Design bit_serial_adder, sky130hd; sources not shown.
### Routing congestion map

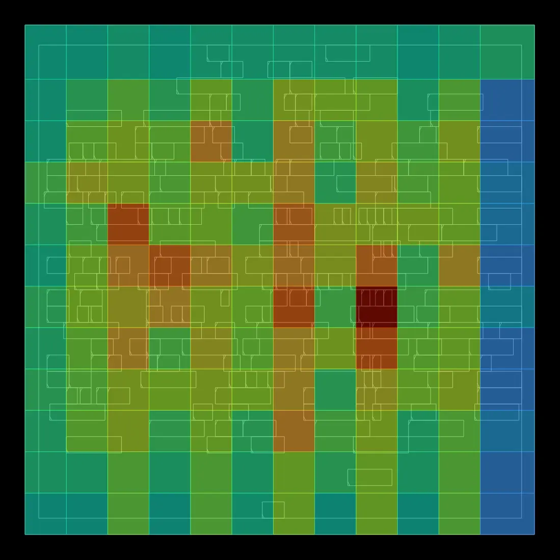
wire length per cell: 12.8 um
All-Layer GR Usage: 10.7%

### Cell classes on the final placement

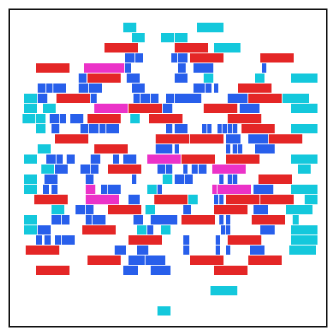
[red] registers | cells: 41 | share of their area: 40%
[blue] remaining logic cells | cells: 118 | share of their area: 33%
[cyan] remaining buffers and delay cells | cells: 44 | share of their area: 21%
[magenta] clock drivers and dummy loads | cells: 8 | share of their area: 6.4%
Final Instance Area: 2690 um2
num rows: 29
fin util: 42.3%
Seq/total area: 38.2%
Core ar.: 6350 um2

### Routed clock nets over the placement

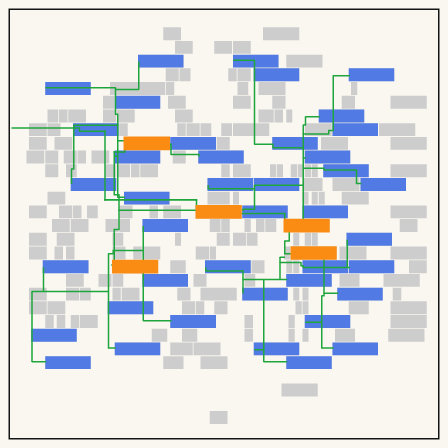
[orange] clock-net drivers | count: 5
[green] clock wires | length: 517 um
[blue] flip-flops | count: 41
routed clock nets: 6
flops lie: all over the die
Clock Latency Late Sink: 0.28 ns
Clock group: 0.00105 W
Clock power frac: 20.2%

### Routed metal, one color a layer

Only two layers are drawn.
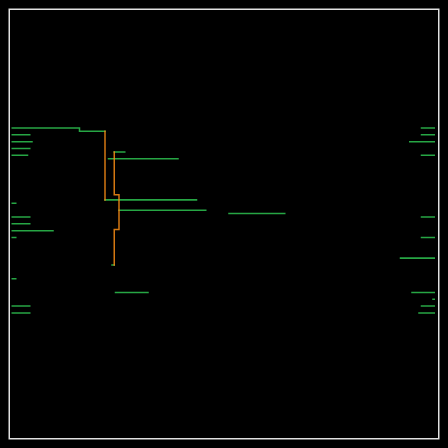
[green] M3 | wire length: 160 um
[orange] M4 | wire length: 37.9 um
Total Routed Length: 3.70 mm
vias post-DR: 1376

==> flow_summary.toml <==
# synthesis and place-and-route metrics
[pwr]
power_frac_comb_pct = 44.9
internal_power_w = 0.00334
powerDensity_nw_per_um2 = 1940
pg_seq_w = 0.00182
p_leak_nw = 1.18
power_frac_seq_pct = 34.9
maxPowerGroup = "combinational cells"
p_sw_w = 0.00188
finalPower_w = 0.00522
ir_drop_mv = 1.15

[global_route]
grt_pass1_vias = 1337
busiest_layer = "met2"
use_met3_pct = 3.31
grt_pass1_wl_mm = 6.29
use_met1_pct = 13.8
grt_max_degree = 42
grt_overflow_total = 0

[timing]
hold_ws_ns = 0.326
rsz0062_at_grt = "no"
setup_viol = 0
slew_violations = 0
max_slew.worst_pin.slew_ns = 0.380
tns_ns = 0
hold_viol = 0
maxSlewHeadroom_pct = 74.6
min_period_ns = 1.58

[place]
dp.cells = 276
pre_cts_ws_ns = 0.0294
dp_hpwl_mm = 2.45
placed_area_um2 = 2480

[yosys]
synthCells = 170
ys_sh_mux_pct = 15.3
yosys_cells = 170
ys_area_um2 = 1970
most_common_cell = "dfrtp_1"
yosys.area_share.aoi_pct = 12.2
topCellsByArea = "dfrtp_1, mux2i_1, mux2_4, a211oi_1, nor2b_1"
xor_area_share_pct = 0.446
synth-edff-count = 0
flop_cell = "dfrtp_1"
ys_ff = 41
top_cells_by_count = "dfrtp_1, nand2_1, mux2i_1, nor2b_1"
avgSynthCellArea_um2 = 11.6
synth_top_area_share_pct = 52.2

[flow_run]
drv_cap = 0

[clocking]
cts.sinks = 41
hold_buffers = 1
clk_pin_slew_ns = 0.06
cts_htree_levels = 2
cts_made_buffers = 5
cts_post_setup_buffers_inserted = 0

[final_layout]
nClkBuffers = 5
layout-drive-gt1-share_pct = 21.8
area_growth_pct = 36.8
final_layout_top_logic_cell = "dfrtp_1"
num-multi-input-gates = 116
num-nonclk-buffers = 44
buffer_area_share_pct = 20.0
largest_cell_class = "sequential cells"
fin_cells = 288
antennaDiodeCount = 0
seq_cells = 41

[worst_setup_path]
r2r_cells = 4
cp-end-kind = "flip-flop"
worstPathRequired_ns = 1.72
rrSetupSlack_ns = 0.12
critPathSlowestCell = "dfrtp_1"
path_class = "flip-flop to flip-flop"
crit_buf_inv = 0
cp.arrival_ns = 1.60
crit_chain = "ha_1 -> ha_2 -> nand3b_2 -> mux2_4"
cp_slowest_stage_delay_ns = 0.38
worst-path-stages = 4
cp-start-kind = "flip-flop"

[floorplanning]
initial_core_util_pct = 31.0
ios = 32
dieHeight_um = 84.9
die_area_um2 = 7220
num_tap_cells = 77
chipWidth_um = 84.9

[outcome]
status = "finished clean"

[detailed_routing]
wl_met3_um = 160
top_layer_used = "met4"
drtIter0Drc = 50
postRouteAntennaNets = 0
firstDrtPassIters = 4
drcViolationCount = 0
drt-met1-wl_mm = 1.73

[min_path]
holdPathStages = 2
Power and IR drop assume default switching activity.
